[src/rtl/mips_board_pkg.sv]
// Shared board-level constants: run-mode encodings and a small sizing helper.
package mips_board_pkg;

  // Run modes, encoded exactly as the two mode switches read.
  typedef enum logic [1:0] {
    MODE_HALT = 2'b00,
    MODE_RUN  = 2'b01,
    MODE_STEP = 2'b10,
    MODE_FAST = 2'b11
  } mode_e;

  localparam int STEP_CNT_W = 16;

  // Bits needed to hold 0..n-1, never less than one bit.
  function automatic int clog2_min1(input int n);
    return (n > 1) ? $clog2(n) : 1;
  endfunction

endpackage

[src/rtl/btn_debounce.sv]
// Push-button conditioner: 2-flop synchronizer, then a debouncer whose level
// only follows the synchronized input after DEBOUNCE_CYCLES consecutive
// disagreeing cycles. rise_o is a registered one-cycle pulse that fires in the
// same cycle level_o goes high.
module btn_debounce
  import mips_board_pkg::*;
#(
  parameter int DEBOUNCE_CYCLES = 1250000
) (
  input  logic clk,
  input  logic reset,
  input  logic btn_i,
  output logic level_o,
  output logic rise_o
);

  localparam int CNT_W = clog2_min1(DEBOUNCE_CYCLES);
  localparam logic [CNT_W-1:0] CNT_LAST =
    CNT_W'((DEBOUNCE_CYCLES > 1) ? DEBOUNCE_CYCLES - 1 : 0);

  logic             sync1_q, sync2_q;
  logic [CNT_W-1:0] cnt_q, cnt_d;
  logic             level_q, level_d;
  logic             rise_q, rise_d;

  // Two-stage synchronizer for the raw asynchronous button.
  always_ff @(posedge clk or posedge reset) begin
    if (reset) begin
      sync1_q <= 1'b0;
      sync2_q <= 1'b0;
    end else begin
      sync1_q <= btn_i;
      sync2_q <= sync1_q;
    end
  end

  // Count consecutive disagreeing cycles; any agreement restarts the count.
  always_comb begin
    cnt_d   = '0;
    level_d = level_q;
    rise_d  = 1'b0;
    if (sync2_q != level_q) begin
      if (cnt_q == CNT_LAST) begin
        level_d = sync2_q;
        rise_d  = sync2_q;
      end else begin
        cnt_d = cnt_q + CNT_W'(1);
      end
    end
  end

  // Debounce state registers.
  always_ff @(posedge clk or posedge reset) begin
    if (reset) begin
      cnt_q   <= '0;
      level_q <= 1'b0;
      rise_q  <= 1'b0;
    end else begin
      cnt_q   <= cnt_d;
      level_q <= level_d;
      rise_q  <= rise_d;
    end
  end

  assign level_o = level_q;
  assign rise_o  = rise_q;

endmodule

[src/rtl/mips_run_ctrl.sv]
// Run controller for a board-hosted MIPS core. Produces a single-cycle clock
// enable (cpu_ce) in HALT / RUN (divided) / STEP (button) / FAST (every cycle)
// modes, counts issued enables, and mirrors one LED-wide slice of the CPU
// debug word. Everything runs on clk; there are no derived clocks.
// Pulse decisions use the incoming state, so a mode change landing on a
// divider wrap or a button edge follows the new mode.
module mips_run_ctrl
  import mips_board_pkg::*;
#(
  parameter  int CLK_HZ          = 125000000,
  parameter  int STEP_HZ         = 1,
  parameter  int DEBOUNCE_CYCLES = 1250000,
  parameter  int DATA_W          = 32,
  parameter  int LED_W           = 4,
  localparam int N_SLICE         = DATA_W / LED_W,
  localparam int SEL_W           = clog2_min1(N_SLICE)
) (
  input  logic                  clk,
  input  logic                  reset,
  input  logic [1:0]            sw_mode,
  input  logic                  btn_step,
  input  logic [SEL_W-1:0]      sel,
  input  logic [DATA_W-1:0]     cpu_out,
  output logic                  cpu_ce,
  output logic [LED_W-1:0]      led,
  output logic [STEP_CNT_W-1:0] step_cnt,
  output logic [1:0]            state_dbg,
  output logic                  btn_level_dbg
);

  localparam int DIV_RAW = (STEP_HZ > 0) ? CLK_HZ / STEP_HZ : 1;
  localparam int DIV     = (DIV_RAW > 1) ? DIV_RAW : 1;
  localparam int DIV_W   = clog2_min1(DIV);
  localparam logic [DIV_W-1:0] DIV_LAST = DIV_W'(DIV - 1);

  logic [1:0]            mode_s1_q, mode_s2_q;
  mode_e                 state_q, state_d;
  logic [DIV_W-1:0]      div_q, div_d;
  logic                  cpu_ce_q, cpu_ce_d;
  logic [STEP_CNT_W-1:0] step_cnt_q, step_cnt_d;
  logic [LED_W-1:0]      led_q, led_d;
  logic                  btn_level, btn_rise;

  btn_debounce #(
    .DEBOUNCE_CYCLES(DEBOUNCE_CYCLES)
  ) u_btn (
    .clk    (clk),
    .reset  (reset),
    .btn_i  (btn_step),
    .level_o(btn_level),
    .rise_o (btn_rise)
  );

  // Two-stage synchronizer for the mode switches.
  always_ff @(posedge clk or posedge reset) begin
    if (reset) begin
      mode_s1_q <= 2'b00;
      mode_s2_q <= 2'b00;
    end else begin
      mode_s1_q <= sw_mode;
      mode_s2_q <= mode_s1_q;
    end
  end

  // Mode FSM state register.
  always_ff @(posedge clk or posedge reset) begin
    if (reset) state_q <= MODE_HALT;
    else       state_q <= state_d;
  end

  // Next state is simply the synchronized switch setting; pulse generation
  // keys off that next state so the old mode never issues a late pulse.
  always_comb begin
    state_d  = mode_e'(mode_s2_q);
    div_d    = '0;
    cpu_ce_d = 1'b0;
    unique case (state_d)
      MODE_RUN: begin
        if (state_q != MODE_RUN) begin
          div_d = '0;
        end else if (div_q == DIV_LAST) begin
          cpu_ce_d = 1'b1;
        end else begin
          div_d = div_q + DIV_W'(1);
        end
      end
      MODE_STEP: cpu_ce_d = btn_rise;
      MODE_FAST: cpu_ce_d = 1'b1;
      default:   cpu_ce_d = 1'b0;
    endcase
    step_cnt_d = step_cnt_q + STEP_CNT_W'(cpu_ce_d);
  end

  // LED slice mux; out-of-range selects fall back to slice 0.
  always_comb begin
    led_d = cpu_out[LED_W-1:0];
    for (int i = 0; i < N_SLICE; i++) begin
      if (sel == SEL_W'(i)) led_d = cpu_out[i*LED_W +: LED_W];
    end
  end

  // Divider, enable, pulse counter and LED output registers.
  always_ff @(posedge clk or posedge reset) begin
    if (reset) begin
      div_q      <= '0;
      cpu_ce_q   <= 1'b0;
      step_cnt_q <= '0;
      led_q      <= '0;
    end else begin
      div_q      <= div_d;
      cpu_ce_q   <= cpu_ce_d;
      step_cnt_q <= step_cnt_d;
      led_q      <= led_d;
    end
  end

  assign cpu_ce        = cpu_ce_q;
  assign led           = led_q;
  assign step_cnt      = step_cnt_q;
  assign state_dbg     = state_q;
  assign btn_level_dbg = btn_level;

endmodule

[config.mk]
export PLATFORM = sky130hd
export DESIGN_NAME = mips_run_ctrl
export DESIGN_NICKNAME = d
export VERILOG_FILES = /design/src/rtl/mips_board_pkg.sv /design/src/rtl/btn_debounce.sv /design/src/rtl/mips_run_ctrl.sv
export SDC_FILE = /design/constraint.sdc
export NUM_CORES = 1
export LEC_CHECK = 0
export ABC_AREA = 1
export CORE_ASPECT_RATIO = 0.6
export CORE_UTILIZATION = 59
export DETAILED_ROUTE_END_ITERATION = 8
export HOLD_SLACK_MARGIN = 0.06
export PLACE_DENSITY = 0.95
export SYNTH_ARGS = -nofsm -noshare
export SYNTH_HDL_FRONTEND = slang
export SYNTH_SLANG_ARGS = --single-unit
[constraint.sdc]
create_clock -name clk -period 4.3 [get_ports clk]
set_input_delay 0.86 -clock clk [delete_from_list [all_inputs] [get_ports clk]]
set_output_delay 0.86 -clock clk [all_outputs]
set_load 0.05 [all_outputs]
==> images/metal_stack.png <==
The bar under the picture is 20 um long.
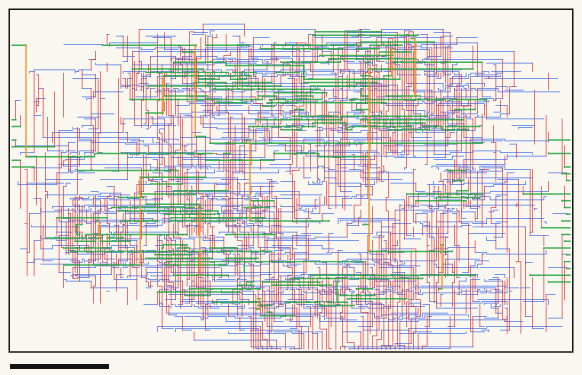
green -> met3  # wire length 1600 um
red -> met2  # wire length 4890 um
orange -> met4  # wire length 164 um
blue -> met1  # wire length 5250 um

==> images/met4.png <==
Supply wires on this layer in gray. Cells faint in the background.
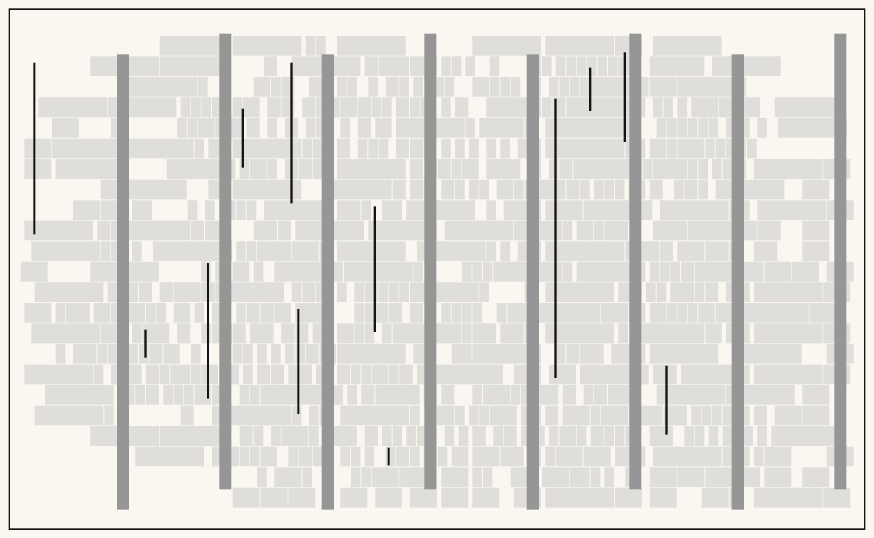
share of all routed wire = 1.4%
wire length on this layer = 164 um

==> CHANGELOG.md <==
### Metrics

- Status: complete, no violations
- Final hold slack: 0.357 ns
- Worst-path maximum fanout: 5
- FP Rows: 23
- Most frequent logic cell in the layout: nand2_1
- Post-synthesis async set-or-reset flop share: 100%
- P_seq: 0.815 mW
- Adder-Cell Fraction of Synth Area: 1.43%
- Met3 WL post-DR: 1.60 mm
- Tool Warnings: 27
- Top cells, area: dfrtp_1 45%, nand2_1 9.8%, nor2_1 7.5%, inv_1 5.7%, xor2_1 4.6%
- CP Capture Point: step_cnt[12]
- Area share, top type: approximately 45%
- Global-route met1 utilization: 46.9%
- Clk_skew: 0.00851 ns
- Slew margin rel.: 44.0%
- Synth Warn #: 0
- Routability congestion estimate: approximately 0.98
- Met2 Track Usage GR: 48.8%
- Internal Power: 1.36 mW
- Port Buf Inserts: between 60 and 70
- CP top delay family: simple AND/OR/NAND/NOR gates
- All-layer global routing usage: 33.3%
- Post-synthesis chip area from yosys: ~4400 um^2
- Initial drt markers: 604
- Synth top cells by count: 114 x nand2_1, 87 x nor2_1, 79 x dfrtp_1
- Placed inst area: 5110 um^2
- Worst path depth: 14
- Vias in the first global route: between 3000 and 4000
- First-pass GRT wire length: roughly 19 mm
- Vias: 4218
- Peak supply drop: 0.258 mV
- Final worst setup slack: 1.01 ns
- Tapcell Cnt: around 87
- Post-Syn Area: between 4000 and 5000 um^2
- Max FFs per register: 27
- Max Slew Vio Count: 0
- Dpl hpwl: 8.87 mm
- Fin crit period: roughly 3.3 ns
- CP endpoint kind: register
- Synth Register Bits: 79
- Worst-path cell chain: ha_1 -> nand3_4 -> nor4_1 -> nand4_1 -> o31ai_1 -> ha_1 -> ha_1 -> nand3_1 -> nor2_1 -> nand2_1 -> nor3_2 -> nand3_1 -> nor2_1 -> xor2_1
- Largest Register: div_q
- Flop count: 79
- Worst path bufs/invs: 0
- Dominant Register Cell: dfrtp_1
- CTS tree: yes
- Worst Hold Class: register to register
- Pwr/cell area: 350 nW/um^2
- NetSw: 0.536 mW
- Combinational gate power: 0.319 mW
- CTS Sinks: 79
- Pwr Total: 1.89 mW
- Final hold viol count: 0
- Yosys simple share: 37.0%
- Data buffer area share: 11.9%
- Total Nets Final: ~670
- Crit-path max cell delay: 0.53 ns
- Die Area: 7760 um^2
- Fin Setup TNS: 0 ns
- Post-CTS Setup Repair Bufs: 0
- Worst Tran Pin Value: 0.834 ns
- Share of cells above drive strength 1: 8.99%
- Initial antenna violation count: 0
- Power Clock: 0.760 mW
- Pre-antenna DRT Iters: 6
- Top pwr grp: registers
- Die Ht: 68.7 um
- Root Buffer: clkbuf_16
- Area-dominant class: logic gates
- FMAX: 0.304 GHz
- Clk pwr share: 40.1%
- Yosys cell types: 34
- Area of combinational cells with multiple inputs: around 2100 um^2
- Crit share post-route: 76.5%
- Drt wl/cell: 16.5 um
- Syn Inst Count: roughly 560
- Core area: 6910 um^2
- Syn Area/Cell: 7.87 um^2
- Worst Path Required: between 4 and 5 ns
- CTS buffer count: 9
No activity file was given, so power comes from the tool's default toggle rates.
